===== src/rtl/softmax_divider_16_if.sv =====
// ============================================================================
// Module      : softmax_divider_16_if
// Description : Data/handshake bundle between the softmax stages and the divider.
// Revision    : 1.0
// ============================================================================
`default_nettype none

interface softmax_divider_16_if #(
    parameter int data_size = 16
) ();
    logic [data_size-1:0] exp_data_i;
    logic                 exp_data_valid_i;
    logic [data_size-1:0] sum_data_i;
    logic                 sum_data_valid_i;
    logic                 clear_i;
    logic [data_size-1:0] div_data_o;
    logic                 div_data_valid_o;
    logic                 div_done_o;
    logic                 overflow_o;

    modport master (
        output exp_data_i, exp_data_valid_i, sum_data_i, sum_data_valid_i, clear_i,
        input  div_data_o, div_data_valid_o, div_done_o, overflow_o
    );

    modport slave (
        input  exp_data_i, exp_data_valid_i, sum_data_i, sum_data_valid_i, clear_i,
        output div_data_o, div_data_valid_o, div_done_o, overflow_o
    );
endinterface

`default_nettype wire


===== src/rtl/softmax_divider_16.sv =====
// ============================================================================
// Module      : softmax_divider_16
// Description : Buffers exp values, then divides each by the final sum (Q4.12).
// Revision    : 1.0
// ============================================================================
`default_nettype none

module softmax_divider_16 #(
    parameter int data_size = 16,
    parameter int frac_size = 12,
    parameter int depth     = 16
) (
    input  wire logic             clock_i,
    input  wire logic             reset_n_i,
    softmax_divider_16_if.slave   bus
);

    localparam int W    = data_size + frac_size;
    localparam int AW   = (depth > 1) ? $clog2(depth) : 1;
    localparam int CNTW = AW + 1;
    localparam int BW   = $clog2(W);

    typedef enum logic [2:0] {
        S_COLLECT = 3'd0,
        S_LOAD    = 3'd1,
        S_DIVIDE  = 3'd2,
        S_OUTPUT  = 3'd3,
        S_DONE    = 3'd4
    } state_t;

    state_t               state_q, state_d;
    logic [data_size-1:0] mem_q [depth];
    logic [CNTW-1:0]      count_q, count_d;
    logic [CNTW-1:0]      index_q, index_d;
    logic [data_size-1:0] sum_q, sum_d;
    logic [W-1:0]         dvd_q, dvd_d;
    logic [data_size-1:0] rem_q, rem_d;
    logic [BW-1:0]        step_q, step_d;
    logic [data_size-1:0] div_data_q, div_data_d;
    logic                 valid_q, valid_d;
    logic                 done_q, done_d;
    logic                 ovf_q, ovf_d;

    logic                 w_full;
    logic                 w_wr_accept;
    logic [data_size:0]   w_shift;
    logic [data_size:0]   w_trial;
    logic                 w_qbit;
    logic                 w_sat;

    assign w_full      = (count_q == CNTW'(depth));
    assign w_wr_accept = (state_q == S_COLLECT) && bus.exp_data_valid_i && !w_full && !bus.clear_i;

    // Restoring step: the dividend register shifts its MSB into the remainder
    // while quotient bits fill in from the LSB end.
    assign w_shift = {rem_q, dvd_q[W-1]};
    assign w_trial = w_shift - {1'b0, sum_q};
    assign w_qbit  = ~w_trial[data_size];
    assign w_sat   = (|dvd_q[W-1:data_size]) || (sum_q == '0);

    always_ff @(posedge clock_i) begin
        if (w_wr_accept) begin
            mem_q[count_q[AW-1:0]] <= bus.exp_data_i;
        end
    end

    always_ff @(posedge clock_i or negedge reset_n_i) begin
        if (!reset_n_i) begin
            state_q    <= S_COLLECT;
            count_q    <= '0;
            index_q    <= '0;
            sum_q      <= '0;
            dvd_q      <= '0;
            rem_q      <= '0;
            step_q     <= '0;
            div_data_q <= '0;
            valid_q    <= 1'b0;
            done_q     <= 1'b0;
            ovf_q      <= 1'b0;
        end else begin
            state_q    <= state_d;
            count_q    <= count_d;
            index_q    <= index_d;
            sum_q      <= sum_d;
            dvd_q      <= dvd_d;
            rem_q      <= rem_d;
            step_q     <= step_d;
            div_data_q <= div_data_d;
            valid_q    <= valid_d;
            done_q     <= done_d;
            ovf_q      <= ovf_d;
        end
    end

    always_comb begin
        state_d    = state_q;
        count_d    = count_q;
        index_d    = index_q;
        sum_d      = sum_q;
        dvd_d      = dvd_q;
        rem_d      = rem_q;
        step_d     = step_q;
        div_data_d = div_data_q;
        valid_d    = 1'b0;
        done_d     = done_q;
        ovf_d      = ovf_q;

        if (bus.clear_i) begin
            state_d    = S_COLLECT;
            count_d    = '0;
            index_d    = '0;
            step_d     = '0;
            div_data_d = '0;
            done_d     = 1'b0;
            ovf_d      = 1'b0;
        end else begin
            case (state_q)
                S_COLLECT: begin
                    if (bus.exp_data_valid_i) begin
                        if (w_full) begin
                            ovf_d = 1'b1;
                        end else begin
                            count_d = count_q + 1'b1;
                        end
                    end
                    if (bus.sum_data_valid_i) begin
                        sum_d   = bus.sum_data_i;
                        state_d = (count_d == '0) ? S_DONE : S_LOAD;
                    end
                end
                S_LOAD: begin
                    dvd_d   = {mem_q[index_q[AW-1:0]], {frac_size{1'b0}}};
                    rem_d   = '0;
                    step_d  = '0;
                    state_d = S_DIVIDE;
                end
                S_DIVIDE: begin
                    rem_d  = w_qbit ? w_trial[data_size-1:0] : w_shift[data_size-1:0];
                    dvd_d  = {dvd_q[W-2:0], w_qbit};
                    step_d = step_q + 1'b1;
                    if (step_q == BW'(W - 1)) begin
                        state_d = S_OUTPUT;
                    end
                end
                S_OUTPUT: begin
                    div_data_d = w_sat ? '1 : dvd_q[data_size-1:0];
                    valid_d    = 1'b1;
                    index_d    = index_q + 1'b1;
                    state_d    = (index_d < count_q) ? S_LOAD : S_DONE;
                end
                S_DONE: begin
                    done_d = 1'b1;
                end
                default: begin
                    state_d = S_COLLECT;
                end
            endcase
        end
    end

    assign bus.div_data_o       = div_data_q;
    assign bus.div_data_valid_o = valid_q;
    assign bus.div_done_o       = done_q;
    assign bus.overflow_o       = ovf_q;

endmodule

`default_nettype wire


===== src/flat_wrapper.sv =====
// flat-port wrapper written by rule: the top's interface ports become plain ports
module softmax_divider_16_flat 
#(
    parameter int data_size = 16,
    parameter int frac_size = 12,
    parameter int depth     = 16
)
  (clock_i, reset_n_i, bus_exp_data_i, bus_exp_data_valid_i, bus_sum_data_i, bus_sum_data_valid_i, bus_clear_i, bus_div_data_o, bus_div_data_valid_o, bus_div_done_o, bus_overflow_o);
  softmax_divider_16_if #(.data_size(data_size)) bus_i ();
  input  wire logic clock_i;
  input  wire logic reset_n_i;
  input wire logic [$bits(bus_i.exp_data_i)-1:0] bus_exp_data_i;
  input wire logic [$bits(bus_i.exp_data_valid_i)-1:0] bus_exp_data_valid_i;
  input wire logic [$bits(bus_i.sum_data_i)-1:0] bus_sum_data_i;
  input wire logic [$bits(bus_i.sum_data_valid_i)-1:0] bus_sum_data_valid_i;
  input wire logic [$bits(bus_i.clear_i)-1:0] bus_clear_i;
  output wire logic [$bits(bus_i.div_data_o)-1:0] bus_div_data_o;
  output wire logic [$bits(bus_i.div_data_valid_o)-1:0] bus_div_data_valid_o;
  output wire logic [$bits(bus_i.div_done_o)-1:0] bus_div_done_o;
  output wire logic [$bits(bus_i.overflow_o)-1:0] bus_overflow_o;
  assign bus_i.exp_data_i = bus_exp_data_i;
  assign bus_i.exp_data_valid_i = bus_exp_data_valid_i;
  assign bus_i.sum_data_i = bus_sum_data_i;
  assign bus_i.sum_data_valid_i = bus_sum_data_valid_i;
  assign bus_i.clear_i = bus_clear_i;
  assign bus_div_data_o = bus_i.div_data_o;
  assign bus_div_data_valid_o = bus_i.div_data_valid_o;
  assign bus_div_done_o = bus_i.div_done_o;
  assign bus_overflow_o = bus_i.overflow_o;
  softmax_divider_16 #(.data_size(data_size), .frac_size(frac_size), .depth(depth)) u_core (.clock_i(clock_i), .reset_n_i(reset_n_i), .bus(bus_i));
endmodule

===== config.mk =====
export PLATFORM = sky130hd
export DESIGN_NAME = softmax_divider_16_flat
export DESIGN_NICKNAME = d
export VERILOG_FILES = /design/src/rtl/softmax_divider_16_if.sv /design/src/rtl/softmax_divider_16.sv /design/src/flat_wrapper.sv
export SDC_FILE = /design/constraint.sdc
export NUM_CORES = 1
export LEC_CHECK = 0
export CORE_MARGIN = 4
export CORE_UTILIZATION = 45
export DETAILED_ROUTE_END_ITERATION = 7
export MAX_ROUTING_LAYER = met4
export SYNTH_ARGS = -nofsm -noshare
export SYNTH_HDL_FRONTEND = slang
export SYNTH_SLANG_ARGS = --single-unit

===== constraint.sdc =====
create_clock -name clock_i -period 4.1 [get_ports clock_i]
set_input_delay 0.82 -clock clock_i [delete_from_list [all_inputs] [get_ports clock_i]]
set_output_delay 0.82 -clock clock_i [all_outputs]
set_load 0.005 [all_outputs]

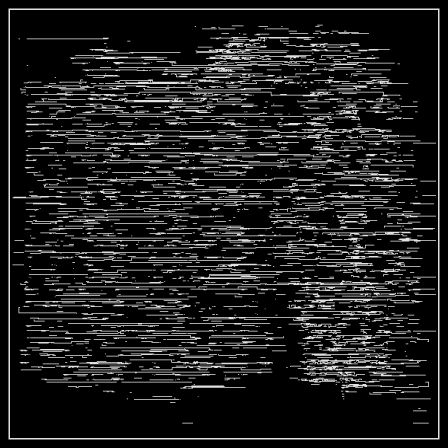
run_1/layer_met1.png
wire length on this layer: 14400 um
share of all routed wire: 47%

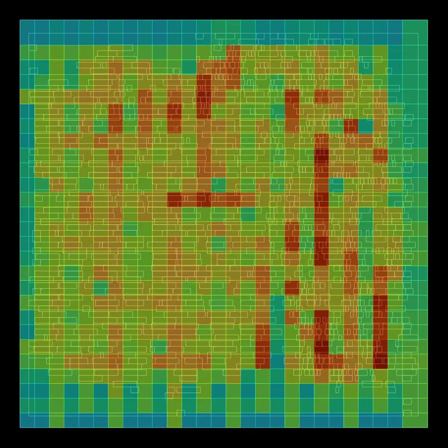
run_1/congestion.png
Total Routing Usage GR: 0.180
final core utilization: 0.532
M2 GR Usage: 0.274
met1 track utilization from global routing: 0.258

==> impl_table.tex, run 1 <==
% Implementation results table
\begin{tabular}{lr}
\hline
Metric & Value \\
\hline
\multicolumn{2}{l}{\textbf{Timing}} \\
\quad Final tally of hold violations & 0 \\
\quad Setup ws final & 0.982 ns \\
\quad Crit path time final & 3.12 ns \\
\quad Setup skew after layout & 0.0102 ns \\
\quad Pin slew with the least headroom to its limit & 0.801 ns \\
\multicolumn{2}{l}{\textbf{Power}} \\
\quad Sequential power & 4.37 mW \\
\quad Fraction of power spent switching nets & 0.280 \\
\quad Relative contribution of sequential cells to total power & 0.467 \\
\quad Top contributor to total power & sequential cells \\
\quad Clock power frac & 0.344 \\
\quad P\_sw & 2.62 mW \\
\quad Total leakage power & 6.09 nW \\
\quad Power density over the cells & 536 nW/um\^{}2 \\
\quad Comb pwr & 1.77 mW \\
\multicolumn{2}{l}{\textbf{Setup path}} \\
\quad Worst setup EP type & register \\
\quad Required @ worst endpoint & 4.51 ns \\
\quad Series of cell instances along the critical path & inv\_1 -> ha\_1 -> fa\_1 -> nand2b\_1 -> a21oi\_2 -> o21bai\_2 -> a211oi\_4 -> o21a\_1 -> nor4\_1 -> a311o\_1 \\
\quad Critical-path maximum fanout & 15 \\
\quad Worst path depth & 10 \\
\quad Capturing instance or port of the critical path & u\_core.rem\_q[14]\$\_DFFE\_PN0P\_ \\
\quad R2R Path Start & u\_core.dvd\_q[27]\$\_DFFE\_PN0P\_ \\
\quad Cell count of the worst reg-to-reg path & 10 \\
\quad Family of cells with the greatest summed delay on the critical path & AND-OR/OR-AND gates \\
\quad Biggest cell delay along the critical path & 0.60 ns \\
\quad Slowest cell on crit path & o21a\_1 \\
\quad Worst reg-to-reg setup slack & 0.98 ns \\
\multicolumn{2}{l}{\textbf{Final layout}} \\
\quad Flip-flop and latch area & 10100 um\^{}2 \\
\quad Leading cell type in the layout, fill and taps excluded & edfxtp\_1 \\
\quad Final non-clock buffer share & 0.0462 \\
\quad Fraction of layout instances using a drive strength above 1 & 0.199 \\
\quad Tally of clock buffers in the finished layout & 53 \\
\quad Fraction of area in registers & 0.580 \\
\quad MI comb cells & 518 \\
\quad Non-filler instance count after layout & 1493 \\
\quad Design Area, Final & 17500 um\^{}2 \\
\quad Signed area change from the synthesized netlist to the final layout & 15.6\% \\
\quad Share of cell area taken by multi-input logic gates & 0.270 \\
\quad Fill cells & 2724 \\
\quad Signal inverters & 25 \\
\multicolumn{2}{l}{\textbf{Flow run}} \\
\quad Count of tool warnings & 29 \\
\multicolumn{2}{l}{\textbf{Placement}} \\
\quad Area of placed instances & 16300 um\^{}2 \\
\quad PortBufs & 55 \\
\quad Placer congestion estimate & 0.836 \\
\quad Number of placed cells counting well taps & 1424 \\
\quad HPWL after DPL & 20800 um \\
\quad Setup slack at placement & 0.864 ns \\
\multicolumn{2}{l}{\textbf{Synthesis}} \\
\quad Ys cells & 948 \\
\quad Flop and latch count out of synthesis & 353 \\
\quad Area fraction in xor and xnor cells & 0.0139 \\
\quad Main logic family & multiplexers \\
\quad Complex Gates by Area & 0.0587 \\
\quad Cell taking the most area after synthesis & edfxtp\_1 \\
\quad Area fraction in mux cells & 0.143 \\
\quad Most popular library cell in the synthesized design by count & edfxtp\_1 \\
\quad List of most frequent post-synthesis cells & edfxtp\_1, dfrtp\_1, mux4\_2, nor2\_1, nand2\_1 \\
\quad Fraction of the mapped netlist area in simple logic gates & 0.0684 \\
\quad Most common reg cell & edfxtp\_1 \\
\quad Mean area per synthesized cell & 15.9 um\^{}2 \\
\quad Post-synth cell types & 53 \\
\quad Top cell area share & 0.509 \\
\multicolumn{2}{l}{\textbf{Route}} \\
\quad Wire length on met2 & 14600 um \\
\quad Max Used Layer & met4 \\
\quad Routed length on met3 & 1340 um \\
\quad First-pass iteration count of the detailed router & 5 \\
\quad Antenna-violating nets left & 0 \\
\quad Average vias per placed instance & 5.58 \\
\multicolumn{2}{l}{\textbf{Global routing}} \\
\quad Met3 Use GR & 0.0278 \\
\quad Antenna violations before repair & 0 \\
\multicolumn{2}{l}{\textbf{Floorplan}} \\
\quad Starting density of the core & 0.461 \\
\quad Tapcell count & 442 \\
\quad Core region area & 32800 um\^{}2 \\
\quad Total die size & 36600 um\^{}2 \\
\quad Floorplan row count & 66 \\
\multicolumn{2}{l}{\textbf{Clocking}} \\
\quad Clock Pin Slew Worst Setup and Hold Paths & 0.06 ns \\
\quad Cell chosen for the clock root & clkbuf\_16 \\
\quad CTS H-tree lvls & 2 \\
\multicolumn{2}{l}{\textbf{Min path}} \\
\quad Type of the most critical hold path & in2async \\
\multicolumn{2}{l}{\textbf{Status}} \\
\quad Status & completed \\
\hline
\end{tabular}
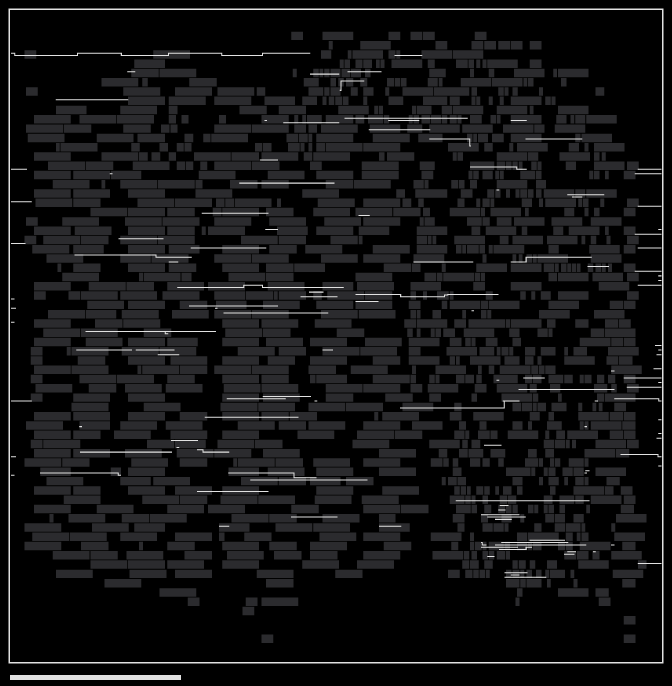
run_1/layer_met3.png
Scale bar: 50 um.
wire length on this layer: 1340 um
share of all routed wire: 4.3%
longest straight run: 38.9 um

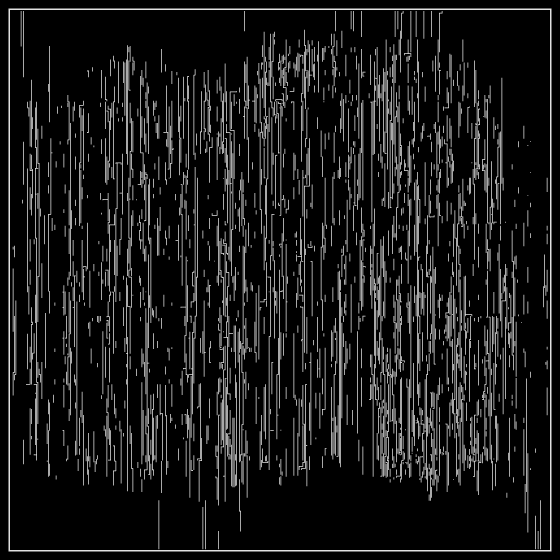
run_1/layer_met2.png
wire length on this layer: 14600 um
share of all routed wire: 47%
longest straight run: 73.4 um
main direction: vertical
Vias: 8330
aggregate routed wire length: 31000 um

==> inputs of run 2 (changes only) <==
clock period = 3.2 ns   (was 4.1 ns; I/O delays follow)
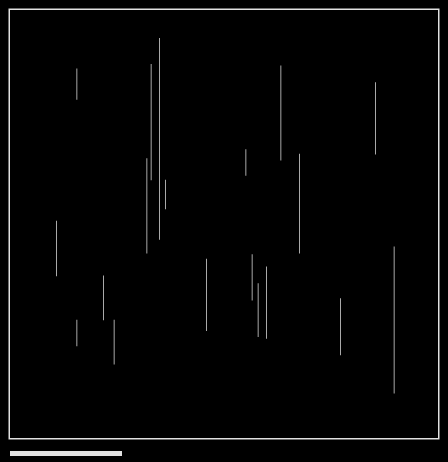
run_2/layer_met4.png
Scale bar: 50 um.
main direction: vertical
share of all routed wire: 1.9%

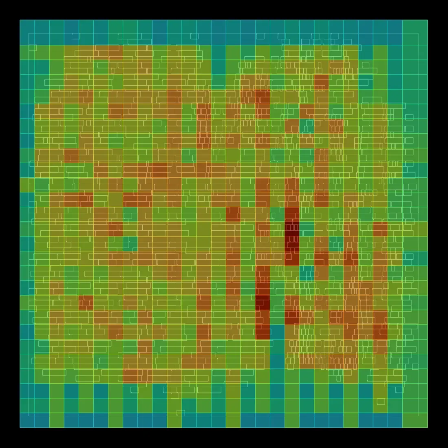
run_2/congestion.png
routed wire length per instance: 21.5 um
final core utilization: 0.537
met3 Use GR: 0.0292
M2 GR Usage: 0.305
Most Used Layer, Global Route: met2

==> run 2 against run 1 <==
Flip-flop count is the same. Cell area grew 0.92%. First-iteration DRC count shrank 16%. Critical endpoint unchanged. Largest cell class unchanged.
==> impl_table.tex, run 2 <==
% Implementation results table
\begin{tabular}{lr}
\hline
Metric & Value \\
\hline
\multicolumn{2}{l}{\textbf{Floorplan}} \\
\quad Core region area & 32800 um\^{}2 (unchanged) \\
\quad Total die size & 36600 um\^{}2 (unchanged) \\
\quad Starting density of the core & 0.461 (unchanged) \\
\multicolumn{2}{l}{\textbf{Synthesis}} \\
\quad Most popular library cell in the synthesized design by count & edfxtp\_1 (unchanged) \\
\quad Mean area per synthesized cell & 15.9 um\^{}2 (unchanged) \\
\quad Cell taking the most area after synthesis & edfxtp\_1 (unchanged) \\
\quad Flop and latch count out of synthesis & 353 (unchanged) \\
\quad Ys cells & 948 (unchanged) \\
\quad Main logic family & multiplexers (unchanged) \\
\quad Area fraction in xor and xnor cells & 0.0139 (unchanged) \\
\quad Area fraction in mux cells & 0.143 (unchanged) \\
\multicolumn{2}{l}{\textbf{Clocking}} \\
\quad Cell chosen for the clock root & clkbuf\_16 (unchanged) \\
\quad CTS H-tree lvls & 2 (unchanged) \\
\quad Clock Pin Slew Worst Setup and Hold Paths & 0.06 ns (about the same) \\
\multicolumn{2}{l}{\textbf{Route}} \\
\quad Antenna-violating nets left & 0 (unchanged) \\
\quad Wire length on met2 & 16000 um (was 14600 um) \\
\quad Aggregate routed wire length & 32300 um (was 31000 um) \\
\quad Routed length on met3 & 1550 um (was 1340 um) \\
\quad Max Used Layer & met4 (unchanged) \\
\quad Average vias per placed instance & 5.56 (was 5.58) \\
\multicolumn{2}{l}{\textbf{Power}} \\
\quad Relative contribution of sequential cells to total power & 0.464 (was 0.467) \\
\quad P\_sw & 3.33 mW (was 2.62 mW) \\
\quad Sequential power & 5.60 mW (was 4.37 mW) \\
\quad Top contributor to total power & sequential cells (unchanged) \\
\quad Fraction of power spent switching nets & 0.276 (was 0.280) \\
\multicolumn{2}{l}{\textbf{Setup path}} \\
\quad Series of cell instances along the critical path & inv\_1 -> ha\_1 -> fa\_1 -> nand2b\_1 -> a21oi\_2 -> o21bai\_2 -> a211oi\_4 -> o21bai\_1 -> nor4\_1 -> a311o\_1 (was inv\_1 -> ha\_1 -> fa\_1 -> nand2b\_1 -> a21oi\_2 -> o21bai\_2 -> a211oi\_4 -> o21a\_1 -> nor4\_1 -> a311o\_1) \\
\quad Biggest cell delay along the critical path & 0.92 ns (was 0.60 ns) \\
\quad Slowest cell on crit path & o21bai\_1 (was o21a\_1) \\
\quad Required @ worst endpoint & 3.61 ns (was 4.51 ns) \\
\quad Worst path depth & 10 (unchanged) \\
\quad Capturing instance or port of the critical path & u\_core.rem\_q[14]\$\_DFFE\_PN0P\_ (unchanged) \\
\quad Worst setup EP type & register (unchanged) \\
\quad Cell count of the worst reg-to-reg path & 10 (unchanged) \\
\quad R2R Path Start & u\_core.dvd\_q[27]\$\_DFFE\_PN0P\_ (unchanged) \\
\multicolumn{2}{l}{\textbf{Final layout}} \\
\quad Share of cell area taken by multi-input logic gates & 0.267 (was 0.270) \\
\quad Design Area, Final & 17600 um\^{}2 (was 17500 um\^{}2) \\
\quad Non-filler instance count after layout & 1498 (was 1493) \\
\quad Tally of clock buffers in the finished layout & 47 (was 53) \\
\quad Fraction of layout instances using a drive strength above 1 & 0.206 (was 0.199) \\
\quad Final non-clock buffer share & 0.0543 (was 0.0462) \\
\quad Signed area change from the synthesized netlist to the final layout & 16.6\% (was 15.6\%) \\
\quad Fraction of area in registers & 0.575 (was 0.580) \\
\quad MI comb cells & 518 (unchanged) \\
\quad Fill cells & 2678 (was 2724) \\
\quad Signal inverters & 25 (unchanged) \\
\multicolumn{2}{l}{\textbf{Placement}} \\
\quad PortBufs & 55 (unchanged) \\
\quad HPWL after DPL & 19800 um (was 20800 um) \\
\quad Area of placed instances & 16400 um\^{}2 (was 16300 um\^{}2) \\
\quad Placer congestion estimate & 0.821 (was 0.836) \\
\multicolumn{2}{l}{\textbf{Flow run}} \\
\quad Count of tool warnings & 29 (unchanged) \\
\multicolumn{2}{l}{\textbf{Status}} \\
\quad Status & completed (unchanged) \\
\multicolumn{2}{l}{\textbf{Global routing}} \\
\quad Total Routing Usage GR & 0.187 (was 0.180) \\
\multicolumn{2}{l}{\textbf{Timing}} \\
\quad Crit path time final & 2.94 ns (was 3.12 ns) \\
\quad Setup skew after layout & 0.0164 ns (was 0.0102 ns) \\
\quad Final tally of hold violations & 0 (unchanged) \\
\hline
\end{tabular}
==> inputs of run 3 (changes only) <==
GPL_TIMING_DRIVEN = 0   (was unset)
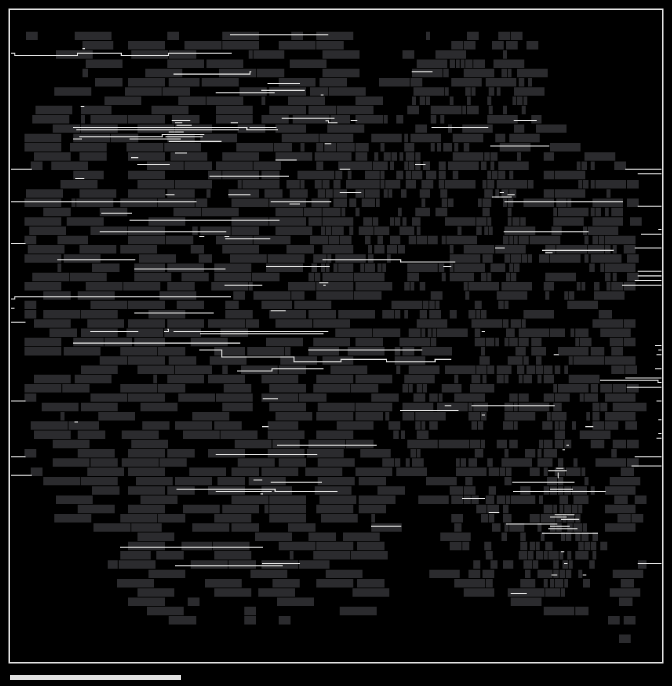
run_3/layer_met3.png
Scale bar: 50 um.
met3 Use GR: 0.0303
aggregate routed wire length: 34600 um
Vias: 8659

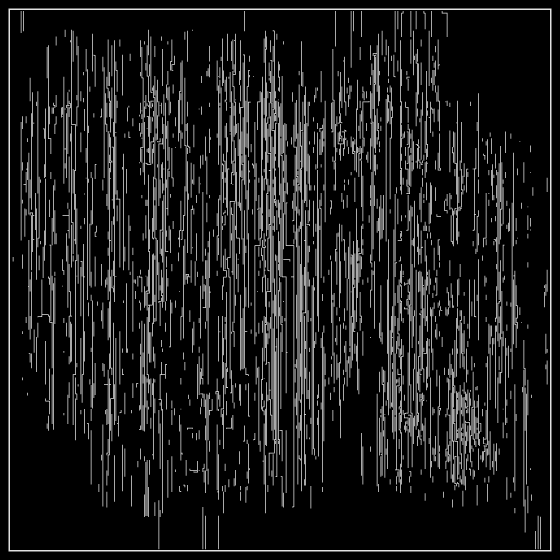
run_3/layer_met2.png
nets with wire on the layer: 949
share of all routed wire: 48%
main direction: vertical
longest straight run: 114 um
wire length on this layer: 16700 um

==> run 3 against run 2 <==
Global-route usage rose by 1.3 points. Clock skew decreased by 0.0043 ns. Flip-flop count unchanged. Area after synthesis unchanged. Sequential power shrank 0.7%. Die area unchanged. First-iteration DRC count rose by 25%. Hold slack lost 0.036 ns.
==> impl_table.tex, run 3 <==
% Implementation results table
\begin{tabular}{lr}
\hline
Metric & Value \\
\hline
\multicolumn{2}{l}{\textbf{Setup path}} \\
\quad Critical-path maximum fanout & 10 (was 15) \\
\quad Family of cells with the greatest summed delay on the critical path & simple AND/OR/NAND/NOR gates (was AND-OR/OR-AND gates) \\
\quad Worst reg-to-reg setup slack & 0.21 ns (was 0.26 ns) \\
\quad Worst setup EP type & register (unchanged) \\
\multicolumn{2}{l}{\textbf{Clocking}} \\
\quad Clock Pin Slew Worst Setup and Hold Paths & 0.06 ns (about the same) \\
\quad CTS H-tree lvls & 2 (unchanged) \\
\multicolumn{2}{l}{\textbf{Power}} \\
\quad Top contributor to total power & sequential cells (unchanged) \\
\quad Clock power frac & 0.350 (was 0.347) \\
\quad Sequential power & 5.56 mW (was 5.60 mW) \\
\quad P\_sw & 3.40 mW (was 3.33 mW) \\
\multicolumn{2}{l}{\textbf{Placement}} \\
\quad HPWL after DPL & 23300 um (was 19800 um) \\
\quad PortBufs & 54 (was 55) \\
\quad Placer congestion estimate & 0.843 (was 0.821) \\
\multicolumn{2}{l}{\textbf{Global routing}} \\
\quad Met1 track utilization from global routing & 0.275 (was 0.251) \\
\quad Most Used Layer, Global Route & met2 (unchanged) \\
\quad Total Routing Usage GR & 0.200 (was 0.187) \\
\multicolumn{2}{l}{\textbf{Final layout}} \\
\quad Fraction of layout instances using a drive strength above 1 & 0.196 (was 0.206) \\
\quad Non-filler instance count after layout & 1533 (was 1498) \\
\quad MI comb cells & 518 (unchanged) \\
\quad Share of cell area taken by multi-input logic gates & 0.265 (was 0.267) \\
\quad Signed area change from the synthesized netlist to the final layout & 18.0\% (was 16.6\%) \\
\quad Tally of clock buffers in the finished layout & 49 (was 47) \\
\quad Signal inverters & 25 (unchanged) \\
\quad Fill cells & 2620 (was 2678) \\
\quad Final non-clock buffer share & 0.0631 (was 0.0543) \\
\multicolumn{2}{l}{\textbf{Synthesis}} \\
\quad Cell taking the most area after synthesis & edfxtp\_1 (unchanged) \\
\quad Area fraction in mux cells & 0.143 (unchanged) \\
\quad Area fraction in xor and xnor cells & 0.0139 (unchanged) \\
\quad Ys cells & 948 (unchanged) \\
\quad Most popular library cell in the synthesized design by count & edfxtp\_1 (unchanged) \\
\quad Fraction of the mapped netlist area in simple logic gates & 0.0684 (unchanged) \\
\quad Most common reg cell & edfxtp\_1 (unchanged) \\
\quad Post-synth cell types & 53 (unchanged) \\
\multicolumn{2}{l}{\textbf{Route}} \\
\quad Routed wire length per instance & 22.5 um (was 21.5 um) \\
\quad Antenna-violating nets left & 0 (unchanged) \\
\quad First-pass iteration count of the detailed router & 6 (was 5) \\
\quad Max Used Layer & met4 (unchanged) \\
\quad Average vias per placed instance & 5.65 (was 5.56) \\
\multicolumn{2}{l}{\textbf{Floorplan}} \\
\quad Floorplan row count & 66 (unchanged) \\
\quad Tapcell count & 442 (unchanged) \\
\quad Total die size & 36600 um\^{}2 (unchanged) \\
\multicolumn{2}{l}{\textbf{Timing}} \\
\quad Crit path time final & 2.99 ns (was 2.94 ns) \\
\quad Final tally of hold violations & 0 (unchanged) \\
\quad Setup ws final & 0.209 ns (was 0.262 ns) \\
\multicolumn{2}{l}{\textbf{Min path}} \\
\quad Type of the most critical hold path & in2async (unchanged) \\
\multicolumn{2}{l}{\textbf{Status}} \\
\quad Status & completed (unchanged) \\
\multicolumn{2}{l}{\textbf{Flow run}} \\
\quad Count of tool warnings & 29 (unchanged) \\
\hline
\end{tabular}
Power is estimated from default activity; no workload was simulated.
